$ cat config.mk
export PLATFORM = sky130hd
export DESIGN_NAME = dma_channel_arbiter
export DESIGN_NICKNAME = d
export VERILOG_FILES = /design/src/rtl/dma_arb_pkg.sv /design/src/rtl/dma_rot_prio_enc.sv /design/src/rtl/dma_channel_arbiter.sv
export SDC_FILE = /design/constraint.sdc
export NUM_CORES = 1
export LEC_CHECK = 0
export CAP_MARGIN = 20
export CORE_UTILIZATION = 35
export CTS_BUF_LIST = sky130_fd_sc_hd__clkbuf_8
export CTS_CLUSTER_SIZE = 25
export DETAILED_ROUTE_END_ITERATION = 10
export GPL_TIMING_DRIVEN = 0
export PLACE_DENSITY_LB_ADDON = 0.2
export SLEW_MARGIN = 15
export SYNTH_ARGS = -nofsm -noshare
export SYNTH_HDL_FRONTEND = slang
export SYNTH_HIERARCHICAL = 1
export SYNTH_SLANG_ARGS = --single-unit
$ cat constraint.sdc
create_clock -name CLK -period 5.24 [get_ports CLK]
set_input_delay 1.572 -clock CLK [delete_from_list [all_inputs] [get_ports CLK]]
set_output_delay 1.572 -clock CLK [all_outputs]
set_load 0.01 [all_outputs]
$ cat src/rtl/dma_arb_pkg.sv
// rtl/dma_arb_pkg.sv - shared types and priority helper for the DMA channel arbiter
//
// Purpose: arbiter FSM state type, channel-count limits and the rotating
//          priority pick used by dma_rot_prio_enc.
// Contents:
//   arb_state_t  IDLE / REQ / GRANT / REL hold-sequencer states
//   MAX_CH       largest supported channel count
//   MAX_CW       index width for MAX_CH channels
//   rot_pick     returns {found, index} of the first set request at or
//                after ptr, wrapping modulo num_ch
package dma_arb_pkg;

   typedef enum logic [1:0] {IDLE, REQ, GRANT, REL} arb_state_t;

   localparam int MAX_CH = 8;
   localparam int MAX_CW = 3;

   function automatic logic [MAX_CW:0] rot_pick(
      input logic [MAX_CH-1:0] req,
      input logic [MAX_CW-1:0] ptr,
      input int                num_ch
   );
      logic [MAX_CW:0]   res;
      logic [MAX_CW-1:0] ci;
      int                c;
      res = '0;
      // Walk from the farthest slot back toward ptr so the nearest
      // requester is the last one written and therefore wins.
      for (int k = MAX_CH - 1; k >= 0; k--) begin
         if (k < num_ch) begin
            c = int'(ptr) + k;
            if (c >= num_ch) begin
               c = c - num_ch;
            end
            ci = c[MAX_CW-1:0];
            if (req[ci]) begin
               res = {1'b1, ci};
            end
         end
      end
      return res;
   endfunction

endpackage

$ cat src/rtl/dma_rot_prio_enc.sv
// rtl/dma_rot_prio_enc.sv - combinational fixed/rotating priority encoder
//
// Purpose: picks one requesting channel. Fixed mode searches upward from
//          channel 0; rotating mode searches upward from ptr and wraps.
// Ports:
//   req     in   NUM_CH  conditioned request vector
//   ptr     in   CW      highest-priority channel in rotating mode
//   rot_en  in   1       1 = rotating, 0 = fixed (channel 0 highest)
//   any     out  1       at least one request present
//   idx     out  CW      index of the winning channel
module dma_rot_prio_enc
   import dma_arb_pkg::*;
#(
   parameter int NUM_CH = 4,
   parameter int CW     = $clog2(NUM_CH)
) (
   input  logic [NUM_CH-1:0] req,
   input  logic [CW-1:0]     ptr,
   input  logic              rot_en,
   output logic              any,
   output logic [CW-1:0]     idx
);

   logic [MAX_CH-1:0] req_ext;
   logic [MAX_CW-1:0] ptr_ext;
   logic [MAX_CW:0]   pick;
   logic              unused_pick_bits;

   always_comb begin
      req_ext             = '0;
      req_ext[NUM_CH-1:0] = req;
      // Fixed mode is rotating mode anchored at channel 0.
      ptr_ext             = '0;
      if (rot_en) begin
         ptr_ext[CW-1:0] = ptr;
      end
      pick = rot_pick(req_ext, ptr_ext, NUM_CH);
   end

   assign any              = pick[MAX_CW];
   assign idx              = pick[CW-1:0];
   assign unused_pick_bits = ^pick;

endmodule

$ cat src/rtl/dma_channel_arbiter.sv
// rtl/dma_channel_arbiter.sv - DMA channel arbiter and HRQ/HLDA bus-hold sequencer
//
// Purpose: synchronizes and conditions DREQ, selects a channel by fixed or
//          rotating priority, runs the hold handshake and drives DACK for
//          the granted channel until the timing FSM reports xfer_done.
// Ports:
//   CLK           in   1       system clock, rising edge
//   RESET_N       in   1       asynchronous active-low reset
//   DREQ          in   NUM_CH  external requests, polarity per dreq_low
//   HLDA          in   1       hold acknowledge from CPU
//   ctrl_disable  in   1       blocks starting a new hold sequence
//   rot_en        in   1       1 = rotating priority, 0 = fixed
//   dreq_low      in   1       1 = DREQ active low
//   dack_low      in   1       1 = DACK active low
//   mask          in   NUM_CH  masks external DREQ per channel
//   sw_req        in   NUM_CH  software requests, never masked
//   xfer_done     in   1       service of granted channel complete (pulse)
//   HRQ           out  1       hold request
//   DACK          out  NUM_CH  acknowledge, polarity per dack_low
//   grant_valid   out  1       a channel owns the bus
//   grant_ch      out  CW      granted channel index
//   prio_ptr      out  CW      current highest-priority channel
module dma_channel_arbiter
   import dma_arb_pkg::*;
#(
   parameter  int NUM_CH    = 4,
   parameter  int DREQ_SYNC = 2,
   localparam int CW        = $clog2(NUM_CH)
) (
   input  logic              CLK,
   input  logic              RESET_N,
   input  logic [NUM_CH-1:0] DREQ,
   input  logic              HLDA,
   input  logic              ctrl_disable,
   input  logic              rot_en,
   input  logic              dreq_low,
   input  logic              dack_low,
   input  logic [NUM_CH-1:0] mask,
   input  logic [NUM_CH-1:0] sw_req,
   input  logic              xfer_done,
   output logic              HRQ,
   output logic [NUM_CH-1:0] DACK,
   output logic              grant_valid,
   output logic [CW-1:0]     grant_ch,
   output logic [CW-1:0]     prio_ptr
);

   logic [NUM_CH-1:0] sync_q [DREQ_SYNC];
   logic [NUM_CH-1:0] dreq_sync;
   logic [NUM_CH-1:0] req;
   logic              req_any;
   logic [CW-1:0]     win_idx;

   arb_state_t        state_q, state_d;
   logic [CW-1:0]     grant_q, grant_d;
   logic [CW-1:0]     ptr_q, ptr_d;
   logic [CW-1:0]     ptr_inc;
   logic              hrq_q, hrq_d;
   logic              gv_q, gv_d;
   logic [NUM_CH-1:0] dack_q, dack_d;

   // DREQ synchronizer chain; the last stage feeds request conditioning.
   always_ff @(posedge CLK or negedge RESET_N) begin
      if (!RESET_N) begin
         for (int s = 0; s < DREQ_SYNC; s++) begin
            sync_q[s] <= '0;
         end
      end else begin
         sync_q[0] <= DREQ;
         for (int s = 1; s < DREQ_SYNC; s++) begin
            sync_q[s] <= sync_q[s-1];
         end
      end
   end

   assign dreq_sync = sync_q[DREQ_SYNC-1];

   // Mask applies to the external line only; software requests bypass it.
   assign req = ((dreq_sync ^ {NUM_CH{dreq_low}}) & ~mask) | sw_req;

   dma_rot_prio_enc #(
      .NUM_CH (NUM_CH),
      .CW     (CW)
   ) u_enc (
      .req    (req),
      .ptr    (ptr_q),
      .rot_en (rot_en),
      .any    (req_any),
      .idx    (win_idx)
   );

   assign ptr_inc = (grant_q == CW'(NUM_CH - 1)) ? '0 : grant_q + CW'(1);

   always_comb begin
      state_d = state_q;
      grant_d = grant_q;
      ptr_d   = ptr_q;
      case (state_q)
         IDLE: begin
            if (req_any && !ctrl_disable) begin
               state_d = REQ;
            end
         end
         REQ: begin
            // The winner is frozen here; later requests wait for the next cycle.
            if (HLDA) begin
               if (req_any) begin
                  state_d = GRANT;
                  grant_d = win_idx;
               end else begin
                  state_d = REL;
               end
            end
         end
         GRANT: begin
            // xfer_done has precedence over a simultaneous HLDA fall, so the
            // pointer still advances in that case. An abort leaves it alone.
            if (xfer_done) begin
               state_d = REL;
               if (rot_en) begin
                  ptr_d = ptr_inc;
               end
            end else if (!HLDA) begin
               state_d = REL;
            end
         end
         REL: begin
            if (!HLDA) begin
               state_d = IDLE;
            end
         end
         default: begin
            state_d = IDLE;
         end
      endcase

      hrq_d = (state_d == REQ) || (state_d == GRANT);
      gv_d  = (state_d == GRANT);
      for (int i = 0; i < NUM_CH; i++) begin
         dack_d[i] = gv_d && (grant_d == CW'(i));
      end
   end

   always_ff @(posedge CLK or negedge RESET_N) begin
      if (!RESET_N) begin
         state_q <= IDLE;
         grant_q <= '0;
         ptr_q   <= '0;
         hrq_q   <= 1'b0;
         gv_q    <= 1'b0;
         dack_q  <= '0;
      end else begin
         state_q <= state_d;
         grant_q <= grant_d;
         ptr_q   <= ptr_d;
         hrq_q   <= hrq_d;
         gv_q    <= gv_d;
         dack_q  <= dack_d;
      end
   end

   assign HRQ         = hrq_q;
   assign grant_valid = gv_q;
   assign grant_ch    = grant_q;
   assign prio_ptr    = ptr_q;
   // Polarity applied after the register so DACK shows the inactive level
   // for the present dack_low setting even while held in reset.
   assign DACK        = dack_q ^ {NUM_CH{dack_low}};

endmodule

==> flow_summary.toml <==
# implementation run metrics
[status]
outcome = "completed"

[worst_setup_path]
critPathBufInv = 2
worstPathRequired_ps = 3670
cp-end-kind = "primary output"
reg2reg_depth = 8
rr_startpoint = "dreq_sync[1]"
cp.arrival_ps = 2860
crit_type = "input port to primary output"
critical-path-max-stage-delay_ps = 580
slowest_stage = "clkdlybuf4s50_1"

[finish]
area_dominant_class = "flip-flops and latches"
drive_gt1_share_pct = 7.87
buf_share_pct = 21.8
antenna_cells = 0
clock_area_share_pct = 2.97

[placement]
placed_area_um2 = 1350
gp_congestion = 0.708
io_buffers = 28

[synth]
topCombFamilyByArea = "simple AND/OR/NAND/NOR gates"
ff_type = "dfrtp_1"
netlist_area_um2 = 1030
yosysWarnings = 6
ys_sh_adder_pct = 2.43
ys_seq_share_pct = 48.6
edf_count = 0
yosysTopAreaCellShare_pct = 48.6
syn-num-nets = 118

[hold_path]
hold_depth = 0
min_path_type = "register to register"
hold_path_end = "dreq_sync[3]"

[global_route]
grt_pass1_wl_mm = 3.74
gr-total-overflow = 0

[detailed_routing]
num_vias = 831
dr.first_iter.drc_count = 23

[clock_network]
postCtsSetupBuffers = 0
postCtsHoldBufs = 0

[timing]
slew_violations = 0

[power]
power.internal_w = 0.000383
power_frac_seq_pct = 39.9
leakage_nw = 0.614
clockPowerShare_pct = 16.8
powerSeq_w = 0.000232
p_comb_w = 0.000252
combinationalPowerShare_pct = 43.3

[run]
max-cap-violations = 0
## routing by layer
layer	wire, um	part of all wire (%)	global-route usage (%)	up-vias
met5	0	0	0	-
met4	42	2.1	7.67	0
met3	89	4.4	2.09	5
met2	963	48	25.9	22
met1	911	45	18.8	394
li1	-	-	-	410
## cells in the mapped netlist (2+ instances only)
master    number
dfrtp_1       20
ha_1           2
mux2i_1        2
a21oi_1        2
o21bai_1       4
xor2_1         4
xnor2_1        4
nand3_1        2
and3b_1        2
nand2_1       10
nand4b_1       5
nor2_1         4
mux2_1         2
o21ai_0        6
inv_1          3
nand3b_1       3
nand4_1        3
## state kept, by name, indices dropped and copies added, names as in the netlist
register	flops
state_q	2
dreq_sync	4
grant_ch	2
dack_q	4
prio_ptr	2
HRQ	1
grant_valid	1
sync_q	4
Signal wires by layer:
Drawn at 8 px/um. Only two layers are drawn.
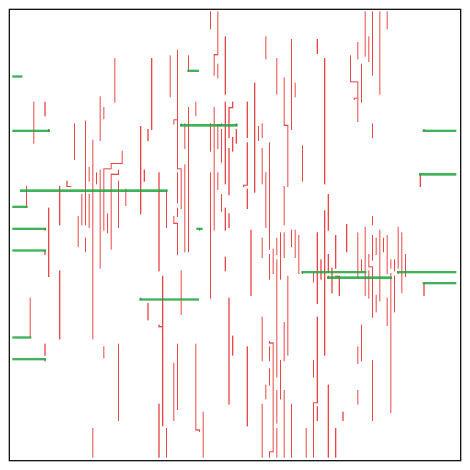
- red: metal 2 (wire length 963 um)
- green: metal 3 (wire length 89.2 um)

Cell placement:
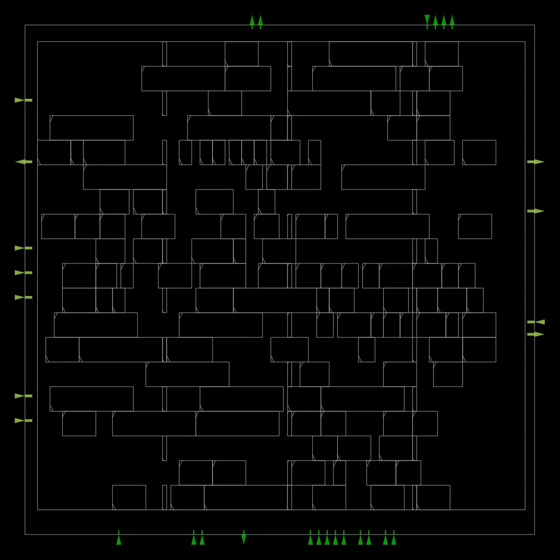
Core Rows: 19
utilization after layout: 50.0%
Seq area share: 36.0%
tap cells: 31

I/O pins on the die edge:
Drawn at 8 px/um. Pins as bars across the die edge, other pins in gray.
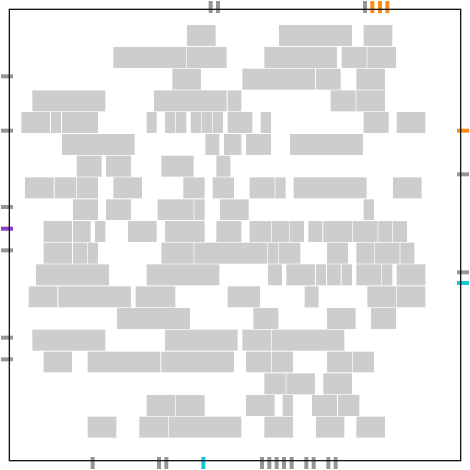
- cyan: prio_ptr (pins 2; direction output; edge 1 bottom, 1 right)
- orange: DACK (pins 4; direction output; edge 3 top, 1 right)
- purple: xfer_done (pins 1; direction input; edge left)
- all pins by edge: 13 bottom, 7 left, 6 top, 4 right

I/O nets highlighted:
Drawn at 4 px/um.
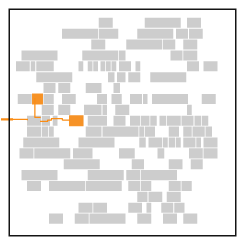
- orange: xfer_done (bits 1; direction input; edge left; end cells 2; buffers 1; wire 18.6 um)

Sizing map:
Drawn at 8 px/um.
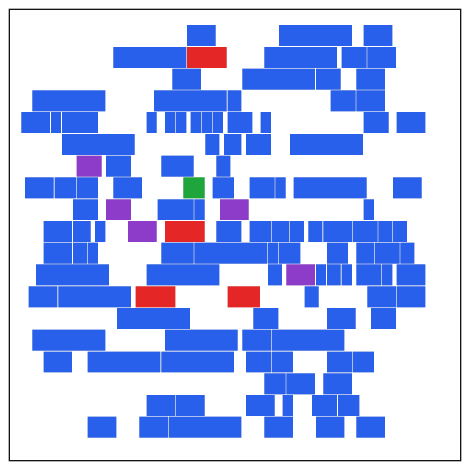
- purple: _2 cells (cells 5; share 3.9%)
- green: _3 and _4 cells (cells 1; share 0.79%; most used buf_4)
- red: _6 and larger (cells 4; share 3.1%; most used clkbuf_8)
- blue: _0 and _1 cells (cells 117; share 92%; most used clkdlybuf4s50_1)

